**config.mk**
```make
export PLATFORM = sky130hd
export DESIGN_NAME = ddr_refresh_sched
export DESIGN_NICKNAME = d
export VERILOG_FILES = /design/src/rtl/ddr_pkg.sv /design/src/rtl/ddr_timer.sv /design/src/rtl/ddr_refresh_sched.sv
export SDC_FILE = /design/constraint.sdc
export NUM_CORES = 1
export LEC_CHECK = 0
export ABC_AREA = 1
export CAP_MARGIN = 20
export CORE_ASPECT_RATIO = 0.6
export CORE_MARGIN = 3
export CORE_UTILIZATION = 61
export CTS_CLUSTER_DIAMETER = 200
export DETAILED_ROUTE_END_ITERATION = 7
export PLACE_DENSITY = 0.84
export SYNTH_ARGS = -nofsm -noshare
export SYNTH_HDL_FRONTEND = slang
export SYNTH_SLANG_ARGS = --single-unit
```
**constraint.sdc**
```tcl
create_clock -name clk -period 4.65 [get_ports clk]
set_input_delay 0.93 -clock clk [delete_from_list [all_inputs] [get_ports clk]]
set_output_delay 0.93 -clock clk [all_outputs]
set_load 0.01 [all_outputs]
```
**src/rtl/ddr_pkg.sv**
```systemverilog
// ---------------------------------------------------------------------------
// ddr_pkg
// Shared definitions for the DDR refresh scheduler: FSM state encoding,
// default timing constants and a busy-state decode helper.
// No ports (package).
// ---------------------------------------------------------------------------
package ddr_pkg;

   localparam int DEF_T_REFI        = 7800;
   localparam int DEF_T_RFC         = 260;
   localparam int DEF_T_RP          = 14;
   localparam int DEF_ALMOST_MARGIN = 64;
   localparam int DEF_MAX_PEND      = 8;

   typedef enum logic [2:0] {
      ST_IDLE     = 3'd0,
      ST_COUNT    = 3'd1,
      ST_PEND     = 3'd2,
      ST_PREA     = 3'd3,
      ST_WAIT_RP  = 3'd4,
      ST_REF      = 3'd5,
      ST_WAIT_RFC = 3'd6,
      ST_DONE     = 3'd7
   } state_e;

   // The scheduler owns the command bus in every state past COUNT.
   function automatic logic is_busy(input state_e s);
      return (s != ST_IDLE) && (s != ST_COUNT);
   endfunction

endpackage

```
**src/rtl/ddr_timer.sv**
```systemverilog
// ---------------------------------------------------------------------------
// ddr_timer
// Loadable down-counter with a zero flag, shared by the tRP and tRFC waits.
// Loading value N-1 makes o_zero rise N cycles after the load cycle.
// Ports:
//   i_clk       clock
//   i_rst       synchronous active-high reset (counter -> 0)
//   i_load      load i_load_val this cycle
//   i_load_val  value to load
//   o_zero      counter is zero
// ---------------------------------------------------------------------------
module ddr_timer #(
   parameter int W = 9
) (
   input  logic         i_clk,
   input  logic         i_rst,
   input  logic         i_load,
   input  logic [W-1:0] i_load_val,
   output logic         o_zero
);

   logic [W-1:0] r_cnt;

   always_ff @(posedge i_clk) begin
      if (i_rst) begin
         r_cnt <= '0;
      end else if (i_load) begin
         r_cnt <= i_load_val;
      end else if (r_cnt != '0) begin
         r_cnt <= r_cnt - 1'b1;
      end
   end

   assign o_zero = (r_cnt == '0);

endmodule

```
**src/rtl/ddr_refresh_sched.sv**
```systemverilog
// ---------------------------------------------------------------------------
// ddr_refresh_sched
// DRAM auto-refresh scheduler. A free-running interval timer accrues owed
// refreshes; the FSM takes the command bus, precharges if needed, issues REF
// and waits out tRFC.
//
// Optional feature macro: REFRESH_POSTPONE_EN
//   undefined : service as soon as one refresh is owed (owed count <= 2).
//   defined   : postpone while traffic is active, up to MAX_PEND owed; a
//               forced service at MAX_PEND drains all owed refreshes while
//               holding busy.
//
// Ports:
//   clk             clock
//   rst             synchronous active-high reset
//   ini_done        DRAM initialization complete
//   rw_idle         no CAS burst in flight
//   act_idle        all banks precharged
//   clear_refresh   discard owed refreshes and restart the interval
//   busy            scheduler owns the command bus
//   refresh_almost  interval expiry within ALMOST_MARGIN clocks
//   prea_rdy        1-cycle pulse: issue PRECHARGE-ALL
//   refresh_rdy     1-cycle pulse: issue REF
//   refresh_done    1-cycle pulse: tRFC elapsed
//   pend_cnt        owed refreshes
//
// state    | meaning
// ---------+------------------------------------------------------------
// IDLE     | waiting for DRAM init
// COUNT    | interval running, bus released
// PEND     | bus taken, waiting for in-flight bursts to finish
// PREA     | PRECHARGE-ALL issued this cycle
// WAIT_RP  | tRP wait
// REF      | REF issued this cycle
// WAIT_RFC | tRFC wait (never cut short, clear is deferred past it)
// DONE     | tRFC elapsed
// ---------------------------------------------------------------------------
module ddr_refresh_sched
   import ddr_pkg::*;
#(
   parameter int T_REFI        = DEF_T_REFI,
   parameter int T_RFC         = DEF_T_RFC,
   parameter int T_RP          = DEF_T_RP,
   parameter int ALMOST_MARGIN = DEF_ALMOST_MARGIN,
   parameter int MAX_PEND      = DEF_MAX_PEND
) (
   input  logic       clk,
   input  logic       rst,
   input  logic       ini_done,
   input  logic       rw_idle,
   input  logic       act_idle,
   input  logic       clear_refresh,
   output logic       busy,
   output logic       refresh_almost,
   output logic       prea_rdy,
   output logic       refresh_rdy,
   output logic       refresh_done,
   output logic [3:0] pend_cnt
);

   localparam int                 TW      = $clog2(T_REFI + 1);
   localparam logic [TW-1:0]      REFI_M1 = TW'(T_REFI - 1);
   localparam int                 TMR_MAX = (T_RFC > T_RP) ? T_RFC : T_RP;
   localparam int                 TMR_W   = $clog2(TMR_MAX + 1);
   localparam logic [TMR_W-1:0]   RP_M1   = TMR_W'(T_RP - 1);
   localparam logic [TMR_W-1:0]   RFC_M1  = TMR_W'(T_RFC - 1);
`ifdef REFRESH_POSTPONE_EN
   localparam logic [3:0]         PEND_CAP = 4'(MAX_PEND);
`else
   // Immediate service means at most one more interval can expire before
   // the outstanding REF retires; never exceed MAX_PEND either way.
   localparam logic [3:0]         PEND_CAP = 4'((MAX_PEND < 2) ? MAX_PEND : 2);
`endif

   state_e           r_state;
   state_e           w_next;
   logic [TW-1:0]    r_timer;
   logic [3:0]       r_pend;
   logic             r_clr_pend;
   logic             w_expire;
   logic             w_almost;
   logic             w_service;
   logic             w_defer_zone;
   logic             w_clr_apply;
   logic             w_ref_dec;
   logic             w_tmr_load;
   logic [TMR_W-1:0] w_tmr_val;
   logic             w_tmr_zero;

   assign w_expire = ini_done && (r_timer == '0);
   assign w_almost = ini_done && (32'(r_timer) <= ALMOST_MARGIN);
   assign w_ref_dec = (r_state == ST_REF);

   // REF has already gone out in REF, so a clear there must also wait for
   // the full tRFC; it is applied on the way out of DONE.
   assign w_defer_zone = (r_state == ST_REF) || (r_state == ST_WAIT_RFC);
   assign w_clr_apply  = (clear_refresh && !w_defer_zone) ||
                         ((r_state == ST_DONE) && r_clr_pend);

`ifdef REFRESH_POSTPONE_EN
   logic r_forced;

   assign w_service = ((r_pend != 4'd0) && rw_idle && !w_almost) ||
                      (r_pend == PEND_CAP);

   always_ff @(posedge clk) begin
      if (rst) begin
         r_forced <= 1'b0;
      end else if ((w_next == ST_COUNT) || (w_next == ST_IDLE)) begin
         r_forced <= 1'b0;
      end else if ((r_state == ST_COUNT) && (w_next == ST_PEND) &&
                   (r_pend == PEND_CAP)) begin
         r_forced <= 1'b1;
      end
   end
`else
   assign w_service = (r_pend != 4'd0);
`endif

   always_comb begin
      w_next = r_state;
      case (r_state)
         ST_IDLE:     if (ini_done) w_next = ST_COUNT;
         ST_COUNT:    if (w_service) w_next = ST_PEND;
         ST_PEND:     if (rw_idle) w_next = act_idle ? ST_REF : ST_PREA;
         ST_PREA:     w_next = ST_WAIT_RP;
         ST_WAIT_RP:  if (w_tmr_zero) w_next = ST_REF;
         ST_REF:      w_next = ST_WAIT_RFC;
         ST_WAIT_RFC: if (w_tmr_zero) w_next = ST_DONE;
         ST_DONE: begin
`ifdef REFRESH_POSTPONE_EN
            w_next = (r_forced && (r_pend != 4'd0)) ? ST_PEND : ST_COUNT;
`else
            w_next = ST_COUNT;
`endif
         end
         default:     w_next = ST_IDLE;
      endcase
      if (w_clr_apply && (r_state != ST_IDLE)) begin
         w_next = ST_COUNT;
      end
   end

   always_ff @(posedge clk) begin
      if (rst) begin
         r_state <= ST_IDLE;
      end else begin
         r_state <= w_next;
      end
   end

   always_ff @(posedge clk) begin
      if (rst || w_clr_apply || !ini_done || (r_timer == '0)) begin
         r_timer <= REFI_M1;
      end else begin
         r_timer <= r_timer - 1'b1;
      end
   end

   // Expiry in the same cycle as the REF decrement cancels out.
   always_ff @(posedge clk) begin
      if (rst || w_clr_apply) begin
         r_pend <= 4'd0;
      end else if (w_expire && !w_ref_dec) begin
         if (r_pend < PEND_CAP) r_pend <= r_pend + 4'd1;
      end else if (!w_expire && w_ref_dec) begin
         if (r_pend != 4'd0) r_pend <= r_pend - 4'd1;
      end
   end

   always_ff @(posedge clk) begin
      if (rst || (r_state == ST_DONE)) begin
         r_clr_pend <= 1'b0;
      end else if (clear_refresh && w_defer_zone) begin
         r_clr_pend <= 1'b1;
      end
   end

   assign w_tmr_load = (r_state == ST_PREA) || (r_state == ST_REF);
   assign w_tmr_val  = (r_state == ST_PREA) ? RP_M1 : RFC_M1;

   ddr_timer #(.W(TMR_W)) u_tmr (
      .i_clk      (clk),
      .i_rst      (rst),
      .i_load     (w_tmr_load),
      .i_load_val (w_tmr_val),
      .o_zero     (w_tmr_zero)
   );

   assign busy           = is_busy(r_state);
   assign refresh_almost = w_almost;
   assign prea_rdy       = (r_state == ST_PREA);
   assign refresh_rdy    = (r_state == ST_REF);
   assign refresh_done   = (r_state == ST_DONE);
   assign pend_cnt       = r_pend;

endmodule

```
Supply network:
Bar = 20 µm. Pins as bars on the die edge. Tap cells in grey.
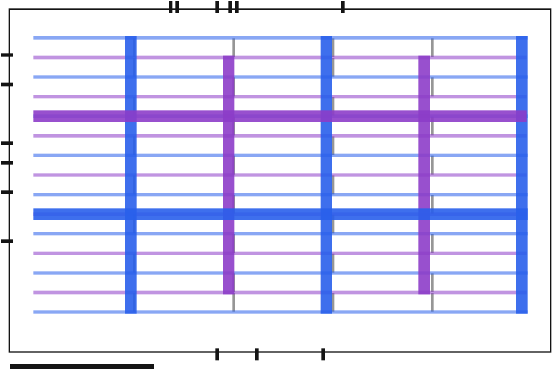
| net | colour |
|---|---|
| VDD | purple |
| VSS | blue |
met4 straps: 5
met5 straps: 2
met1 rails: 15
Die H: 47.39 µm
core area: 2610 µm²

Cells coloured by class:
Bar = 20 µm.
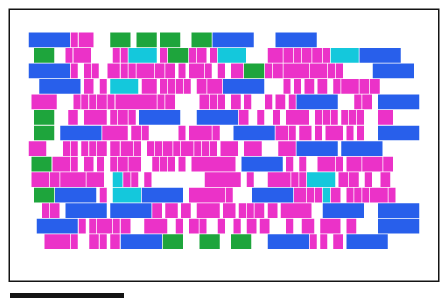
| class | colour | cells | share of their area |
|---|---|---|---|
| remaining buffers and delay cells | green | 14 | 7.1% |
| registers | blue | 30 | 31% |
| clock drivers and dummy loads | cyan | 8 | 4.7% |
| remaining logic cells | magenta | 205 | 58% |

Clock network drawn from the DEF:
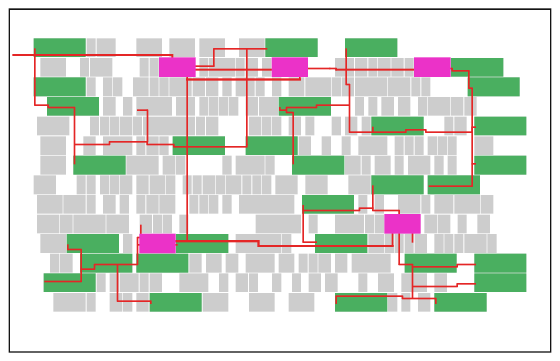
[flip-flops] green | count: 30
[clock wires] red | length: 416 µm
[clock-net drivers] magenta | count: 5
flops lie: widely spread
routed clock nets: 6
Clock Skews: 0.008135 ns
Worst-Skew Late Latency: 0.28 ns
Clock Power Share: 0.236

==> notes.md <==
yosys + openroad results -> Clock Tree Buf Depth=2, Crit-path slowest cell=clkdlybuf4s50_1, Distinct cells, synth=33, share of layout cells above drive strength 1=0.1401, CTS Root Cell=clkbuf_8, status=finished clean, comb area leader=simple AND/OR/NAND/NOR gates, Syn Nets=248, sw frac=0.3924, Crit Reg-Reg Startpoint=r_timer[0], YS chip area=1742 µm², Top cell area share=0.3448, final layout net count=267, Tot Pwr=922.9 µW, Top cell excl fill/tap=nand2_1, Core Rows=14, antenna-violating nets left=0, Pre-Place Util=0.6673, area fraction in compound gates=0.1451, MaxCap Viol Count=0, drc violations=0
[cell usage after synthesis (5+ instances only)]
cell	count
nor2_1	30
o21ai_0	6
inv_1	33
dfxtp_1	30
nor2_4	6
o21ai_1	6
nand3_1	11
a21oi_1	18
nand2_2	5
nor3_1	5
ha_1	5
xor2_1	5
nand2_1	40
[metal layers]
layer  part of all wire  wire length [µm]  vias to the layer above  track usage
li1                   -                 -                      806            -
met1               0.53              1956                      688       0.3570
met2               0.40              1476                       36       0.3339
met3              0.062               226                        2      0.09829
met4             0.0022                 8                        0      0.03901
met5                  0                 0                        -            0
[worst register-to-register path, cell delays in order, from the launching register on]
cell     delay, ns
dfxtp_1       0.33
inv_1         0.12
ha_1          0.23
nand2_2       0.09
nor2_4        0.17
nand4_4       0.14
ha_1          0.36
nand2_1       0.06
inv_1         0.06
nand3_1       0.10
nand3_1       0.10
nand2_1       0.05
nor2_1        0.08
nor2_1        0.04
[registers in the layout (all words and copies together), names as in the netlist]
signal and cells:
pend_cnt 4, r_clr_pend 1, r_state 3, r_timer 13, u_tmr.r_cnt 9
[worst max-delay path by stage]
stage / end / startpoint / cells after the start / slack, ns
4_1_cts: refresh_almost / ini_done / 4 / 0.93
3_5_place_dp: refresh_almost / ini_done / 4 / 0.94
2_1_floorplan: refresh_almost / ini_done / 2 / 2.12
6_report: refresh_almost / ini_done / 4 / 0.97
3_3_place_gp: refresh_almost / ini_done / 4 / 1.12
5_1_grt: refresh_almost / ini_done / 4 / 0.85
[layout make-up]
type / instances / share of cell area
Sequential cell: 30 / 0.3000
Clock buffer: 7 / 0.04313
Timing Repair Buffer: 14 / 0.07000
Tap cell: 32 / 0.02000
Clock inverter: 1 / 0.002500
Inverter: 38 / 0.07188
Multi-Input combinational cell: 167 / 0.4925
No activity file was given, so power comes from the tool's default toggle rates.
